File: config.mk
export PLATFORM = sky130hd
export DESIGN_NAME = tl_sched_flat
export DESIGN_NICKNAME = d
export VERILOG_FILES = /design/src/rtl/tl_sched_if.sv /design/src/rtl/tl_sched.sv /design/src/flat_wrapper.sv
export SDC_FILE = /design/constraint.sdc
export NUM_CORES = 1
export LEC_CHECK = 0
export CAP_MARGIN = 0
export CORE_MARGIN = 2
export CORE_UTILIZATION = 53
export DETAILED_ROUTE_END_ITERATION = 8
export GPL_TIMING_DRIVEN = 0
export PLACE_DENSITY = 0.88
export SYNTH_ARGS = -nofsm -noshare
export SYNTH_HDL_FRONTEND = slang
export SYNTH_SLANG_ARGS = --single-unit
File: constraint.sdc
create_clock -name clk -period 3.05 [get_ports clk]
set_input_delay 0.7625 -clock clk [delete_from_list [all_inputs] [get_ports clk]]
set_output_delay 0.7625 -clock clk [all_outputs]
set_load 0.005 [all_outputs]
File: src/rtl/tl_sched_if.sv
// tl_sched_if
//   Bundles the intersection sensor inputs and lamp-driver outputs of the
//   tl_sched phase scheduler so they travel as one port.
//   master modport : drives Ta/Tb/ped_req/emerg, observes La/Lb/walk/state
//   slave modport  : the scheduler side (consumes sensors, drives lamps)
//   Signals:
//     Ta, Tb   street A / street B traffic present
//     ped_req  pedestrian button, any-length pulse
//     emerg    emergency override, level
//     La, Lb   lamp codes: 00 green, 01 yellow, 10 red
//     walk     pedestrian walk lamp
//     state    current scheduler state code (debug)
interface tl_sched_if;
  logic       Ta;
  logic       Tb;
  logic       ped_req;
  logic       emerg;
  logic [1:0] La;
  logic [1:0] Lb;
  logic       walk;
  logic [2:0] state;

  modport master (
    output Ta, Tb, ped_req, emerg,
    input  La, Lb, walk, state
  );

  modport slave (
    input  Ta, Tb, ped_req, emerg,
    output La, Lb, walk, state
  );
endinterface

File: src/rtl/tl_sched.sv
// tl_sched
//   Timed phase scheduler for a two-street intersection. Sequences street A
//   and street B through green, yellow and all-red phases, inserts a
//   pedestrian walk phase on request and yields to an emergency override.
//   Ports:
//     clk    rising-edge clock
//     reset  asynchronous, active-high reset (returns to A green, cnt 0)
//     sched  tl_sched_if.slave: Ta, Tb, ped_req, emerg in;
//            La, Lb, walk, state out (pure decode of the state register)
module tl_sched #(
  parameter int GREEN_MIN = 8,
  parameter int GREEN_MAX = 20,
  parameter int YELLOW_T  = 3,
  parameter int ALLRED_T  = 1,
  parameter int WALK_T    = 4,
  parameter int CNT_W     = 5
) (
  input  logic       clk,
  input  logic       reset,
  tl_sched_if.slave  sched
);

  typedef enum logic [2:0] {
    S_AG  = 3'd0,
    S_AY  = 3'd1,
    S_AR1 = 3'd2,
    S_BG  = 3'd3,
    S_BY  = 3'd4,
    S_AR2 = 3'd5,
    S_PW  = 3'd6,
    S_EMG = 3'd7
  } state_t;

  // Last-cycle counter values for each timed phase.
  localparam logic [CNT_W-1:0] GMIN_M1 = CNT_W'(GREEN_MIN - 1);
  localparam logic [CNT_W-1:0] GMAX_M1 = CNT_W'(GREEN_MAX - 1);
  localparam logic [CNT_W-1:0] YEL_M1  = CNT_W'(YELLOW_T - 1);
  localparam logic [CNT_W-1:0] ARED_M1 = CNT_W'(ALLRED_T - 1);
  localparam logic [CNT_W-1:0] WALK_M1 = CNT_W'(WALK_T - 1);

  state_t           r_state;
  state_t           w_next;
  logic [CNT_W-1:0] r_cnt;
  logic             r_pedPend;
  logic             r_fromAr2;
  logic             w_dA;
  logic             w_dB;
  logic             w_enterPw;
  logic             w_greenHold;

  // A pending pedestrian counts as demand on both streets.
  assign w_dA        = sched.Ta | r_pedPend;
  assign w_dB        = sched.Tb | r_pedPend;
  assign w_enterPw   = (w_next == S_PW) && (r_state != S_PW);
  assign w_greenHold = ((r_state == S_AG) || (r_state == S_BG)) && (r_cnt == GMAX_M1);

  always_ff @(posedge clk or posedge reset) begin
    if (reset) begin
      r_state <= S_AG;
    end else begin
      r_state <= w_next;
    end
  end

  // Green leaves early only once the minimum has elapsed and the own street
  // has gone quiet; otherwise it leaves at the maximum if the other side waits.
  // Because cnt saturates at GREEN_MAX-1, demand arriving late still ends green
  // on the next edge.
  always_comb begin
    w_next = r_state;
    case (r_state)
      S_AG: begin
        if (sched.emerg || ((r_cnt >= GMIN_M1) && !sched.Ta && w_dB) ||
            ((r_cnt == GMAX_M1) && w_dB))
          w_next = S_AY;
      end
      S_BG: begin
        if (sched.emerg || ((r_cnt >= GMIN_M1) && !sched.Tb && w_dA) ||
            ((r_cnt == GMAX_M1) && w_dA))
          w_next = S_BY;
      end
      S_AY: begin
        if (r_cnt == YEL_M1) w_next = sched.emerg ? S_EMG : S_AR1;
      end
      S_BY: begin
        if (r_cnt == YEL_M1) w_next = sched.emerg ? S_EMG : S_AR2;
      end
      S_AR1: begin
        if (sched.emerg)             w_next = S_EMG;
        else if (r_cnt == ARED_M1)   w_next = r_pedPend ? S_PW : S_BG;
      end
      S_AR2: begin
        if (sched.emerg)             w_next = S_EMG;
        else if (r_cnt == ARED_M1)   w_next = r_pedPend ? S_PW : S_AG;
      end
      S_PW: begin
        if (sched.emerg)             w_next = S_EMG;
        else if (r_cnt == WALK_M1)   w_next = r_fromAr2 ? S_AG : S_BG;
      end
      S_EMG: begin
        if (!sched.emerg)            w_next = S_AR2;
      end
      default: w_next = S_AG;
    endcase
  end

  // Dwell counter: cleared on every state change, saturating during green.
  always_ff @(posedge clk or posedge reset) begin
    if (reset) begin
      r_cnt <= '0;
    end else if (w_next != r_state) begin
      r_cnt <= '0;
    end else if (!w_greenHold) begin
      r_cnt <= r_cnt + 1'b1;
    end
  end

  // Entering walk clears the latch even if the button is pressed that cycle,
  // and records which all-red we came from so walk resumes the right street.
  always_ff @(posedge clk or posedge reset) begin
    if (reset) begin
      r_pedPend <= 1'b0;
      r_fromAr2 <= 1'b0;
    end else begin
      if (w_enterPw) begin
        r_pedPend <= 1'b0;
        r_fromAr2 <= (r_state == S_AR2);
      end else if (sched.ped_req) begin
        r_pedPend <= 1'b1;
      end
    end
  end

  always_comb begin
    sched.La    = 2'b10;
    sched.Lb    = 2'b10;
    sched.walk  = 1'b0;
    sched.state = r_state;
    case (r_state)
      S_AG: sched.La = 2'b00;
      S_AY: sched.La = 2'b01;
      S_BG: sched.Lb = 2'b00;
      S_BY: sched.Lb = 2'b01;
      S_PW: sched.walk = 1'b1;
      default: ;
    endcase
  end

endmodule

File: src/flat_wrapper.sv
// flat-port wrapper written by rule: the top's interface ports become plain ports
module tl_sched_flat 
#(
  parameter int GREEN_MIN = 8,
  parameter int GREEN_MAX = 20,
  parameter int YELLOW_T  = 3,
  parameter int ALLRED_T  = 1,
  parameter int WALK_T    = 4,
  parameter int CNT_W     = 5
)
  (clk, reset, sched_Ta, sched_Tb, sched_ped_req, sched_emerg, sched_La, sched_Lb, sched_walk, sched_state);
  tl_sched_if sched_i ();
  input  logic clk;
  input  logic reset;
  input wire logic [$bits(sched_i.Ta)-1:0] sched_Ta;
  input wire logic [$bits(sched_i.Tb)-1:0] sched_Tb;
  input wire logic [$bits(sched_i.ped_req)-1:0] sched_ped_req;
  input wire logic [$bits(sched_i.emerg)-1:0] sched_emerg;
  output wire logic [$bits(sched_i.La)-1:0] sched_La;
  output wire logic [$bits(sched_i.Lb)-1:0] sched_Lb;
  output wire logic [$bits(sched_i.walk)-1:0] sched_walk;
  output wire logic [$bits(sched_i.state)-1:0] sched_state;
  assign sched_i.Ta = sched_Ta;
  assign sched_i.Tb = sched_Tb;
  assign sched_i.ped_req = sched_ped_req;
  assign sched_i.emerg = sched_emerg;
  assign sched_La = sched_i.La;
  assign sched_Lb = sched_i.Lb;
  assign sched_walk = sched_i.walk;
  assign sched_state = sched_i.state;
  tl_sched #(.GREEN_MIN(GREEN_MIN), .GREEN_MAX(GREEN_MAX), .YELLOW_T(YELLOW_T), .ALLRED_T(ALLRED_T), .WALK_T(WALK_T), .CNT_W(CNT_W)) u_core (.clk(clk), .reset(reset), .sched(sched_i));
endmodule
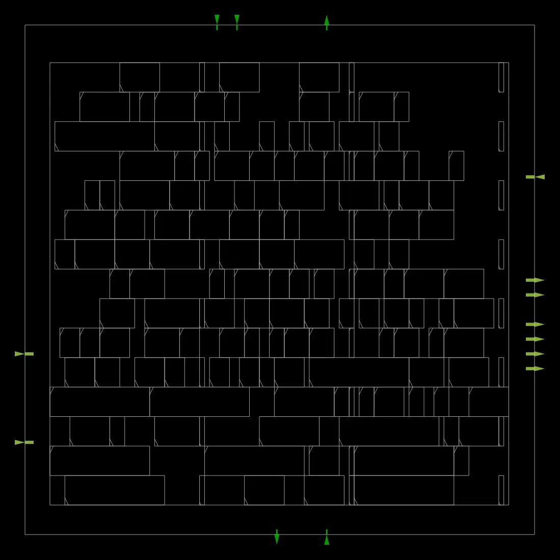
Figure 1: cell outlines without signal wires.
seq_cells: 10
row cnt: 15
flop share of the area: 21.7%
Tapcells: 25
fill count: 155

==> reports/qor.yml <==
critical_path:
  startpoint_type: "register"
  critPathTopFamily: "buffers and inverters"
  r2r_cells: 7
  path_buffers: 4
  required_ps: 2290
  max_stage_delay_ps: 530
  slowest_stage: "clkdlybuf4s50_1"
  cp_cell_sequence: "clkbuf_1, clkbuf_2, inv_1, nor3_1, clkdlybuf4s50_1"
  crit_fanout: 10
  critPathKind: "reg -> out"
  cp.depth: 5
  cp-end-kind: "output pin"
  cp.arrival_ps: 2010
drt:
  wl_per_cell_microns: 14.3
  drc: 0
  num_vias: 966
  drtAntennaViolNets: 0
  drt_iter0_drc: 33
  wirelength_microns: 2260
  viasPerCell: 6.11
  dr.pass1.iters: 4
clocking:
  clock_sinks: 10
  cts_tree: "done"
  clockRootBuffer: "clkbuf_4"
  cts_buffers: 3
  cts_buffer_depth: 2
  clk_pin_slew_ps: 60
  clock_latency_ps: 260
  htree_levels: 1
  cts_hold_repair.buffers: 0
finish:
  drive_above_1_share_pct: 13.5
  diodes: 0
  finish.net_count: 144
  register_area_sq_um: 250
  postLayoutCoreUtil_pct: 66.9
synth:
  async_flop_share_pct: 100
  ys_sh_xor_pct: 2.68
  syn_inst: 118
  ys_top_logic_family: "simple AND/OR/NAND/NOR gates"
  ys_ff: 10
  edf_count: 0
  yosys.area_share.simple_pct: 28.7
  yosys.area.top_type_share_pct: 25.5
  synth_area_sq_um: 980
  syn_area_per_cell_sq_um: 8.30
  synth.distinct_cells: 51
  synthAdderAreaFrac_pct: 3.83
  ff_type: "dfrtp_1"
  yosys_area_sq_um: 980
  aoi_share_pct: 26.3
  yosys_warnings: 0
  postSynthSeqShare_pct: 25.5
  mux_area_share_pct: 3.58
  largest_area_cell: "dfrtp_1"
  area_leaders: "dfrtp_1, nor3_1, inv_1, ha_1, nor2_1"
job:
  maxCapViolations: 0
  warnings: 28
global_routing:
  grt_pass1_vias: 877
  grt_usage_pct: 24.1
  grt_first_pass_wirelength_microns: 3810
  grt_max_degree: 11
  antenna_found_initial: 0
  overflow: 0
timing:
  tightest_slew_ps: 632
  slew_viol_final: 0
  clock_skew_ps: 5.05
  finalCritPeriodShare_pct: 90.8
  hold_viol: 0
  final.min_clock_period_ps: 2770
  rsz0062_at_grt: "no"
  max_freq_ghz: 0.361
  tns_ps: 0
  finalSetupViolCount: 0
  max_slew_margin_pct: 57.5
status:
  status: "finished, final reports clean"
power_and_ir_drop:
  power_uw: 1050
  power_density_mw_per_mm2: 905
  ir_drop_uv: 499
  cellLeakagePower_uw: 0.000490
placed_design:
  portBuffers: 12
  postPlaceCellArea_sq_mm: 0.00113
  hpwl_microns: 1750
  gp_congestion: 0.936
min_path:
  hold_path_class: "reg -> reg"
floorplan:
  die_x_microns: 47.0
  die_area_sq_mm: 0.00221
  coreArea_sq_mm: 0.00173
  die_h_microns: 47.0
  fp_util_pct: 56.7
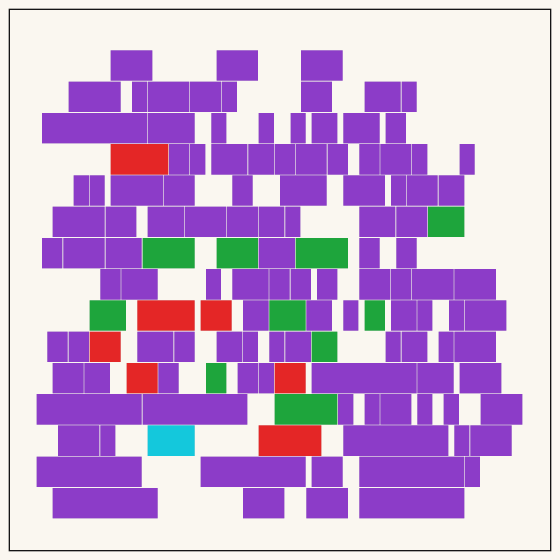
Figure 2: cell sizes after repair.
Green marks _2 cells, cells 10, most used or3b_2. Cyan marks _6 and larger, cells 1, most used buf_6. Red marks _3 and _4 cells, cells 7, most used clkbuf_4. Purple marks _0 and _1 cells, cells 115, most used clkdlybuf4s50_1.
design area: 0.00115 sq mm
synthesis-to-finish area growth: 17.9%
final setup margin: 281 ps
Non-clk bufs: 22

registers in the layout, summed over array words and instances, names as in the netlist:
| name | cells |
|---|---|
| u_core.r_cnt | 5 |
| u_core.r_fromAr2 | 1 |
| u_core.r_pedPend | 1 |
| u_core.sched.state | 3 |
where the power goes:
| part | switching [uW] | total [uW] | leakage [uW] | internal [uW] |
|---|---|---|---|---|
| logic | 422 | 760 | 0.000349 | 338 |
| clock network | 43.4 | 88.9 | 0.0000138 | 45.5 |
| registers | 24.8 | 197 | 0.000127 | 172 |
synth_stat cells (3+ instances only):
| master | n |
|---|---|
| nand3_1 | 4 |
| a211oi_1 | 3 |
| dfrtp_1 | 10 |
| nand3b_1 | 4 |
| nor3_1 | 9 |
| a21oi_1 | 3 |
| nand2_1 | 3 |
| clkbuf_1 | 7 |
| ha_1 | 3 |
| nor2_1 | 9 |
| inv_1 | 11 |
| o22ai_1 | 3 |
| o211ai_1 | 3 |
cell families after synthesis:
logic type | after synthesis
buffers and inverters | 21
XOR/XNOR | 3
multiplexers | 3
adder cells (fa/ha/maj) | 3
AND-OR/OR-AND | 32
flip-flops | 10
AND/OR/NAND/NOR | 46
metal layers:
metal  vias up  share of wire, %  wire length, microns  track usage [%]
met3         4               5.4                   122             5.00
li1        468                 -                     -                -
met2        38                50                  1130             42.5
met4         0              0.93                    21             2.22
met1       456                44                   987             31.6
met5         -                 0                     0                0
timing repair:
action                                  in CTS  in global routing
resized                                      0                  2
endpoints found under the setup margin       0                  1
buffers inserted                             0                  0
area by class of cell:
type / count / area share [%]
repair buffers: 12 / 10.4
inverters: 11 / 3.58
multi-input cells: 87 / 55.3
flip-flops and latches: 10 / 21.7
clock buffers: 3 / 1.95
plain buffers: 10 / 4.44
well taps: 25 / 2.71
final timing paths:
kind | endpoint | slack [ps] | startpoint
min reg2reg | u_core.r_fromAr2 | 520 | u_core.r_fromAr2
min in group asynchronous | u_core.r_cnt[3] | 770 | reset
max reg2reg | u_core.r_fromAr2 | 520 | u_core.r_cnt[1]
min | u_core.r_fromAr2 | 520 | u_core.r_fromAr2
max in group asynchronous | u_core.sched.state[0] | 2010 | reset
max | sched_La[0] | 280 | u_core.sched.state[0]
cells in the final DEF, fill, tap and decap left out, types with 2 or more instances in the layout:
cell type / synthesis / layout
a21oi_1: 3 / 3
o211ai_1: 3 / 3
xor2_1: 2 / 2
o21a_1: 2 / 2
clkbuf_4: 0 / 3
nand2_1: 3 / 3
nor3_1: 9 / 9
or3b_2: 2 / 2
mux2i_1: 2 / 2
nor4_1: 2 / 2
ha_1: 3 / 3
dfrtp_1: 10 / 10
a211oi_1: 3 / 3
clkbuf_1: 7 / 6
o22ai_1: 3 / 3
nor2_1: 9 / 9
inv_1: 11 / 11
or4b_4: 2 / 2
nand3_1: 4 / 4
nand3b_1: 4 / 4
nand2b_1: 2 / 2
o21ai_1: 2 / 2
clkdlybuf4s50_1: 0 / 12
per-stage QoR:
step           setup slack (ps)  hold slack [ps]  std cells
4_1_cts                     111              524        158
2_1_floorplan               744              475        118
3_5_place_dp                305              511        155
6_report                    281              521        158
3_3_place_gp                346              495        155
5_1_grt                    93.6              542        158
Power is estimated from default activity; no workload was simulated.
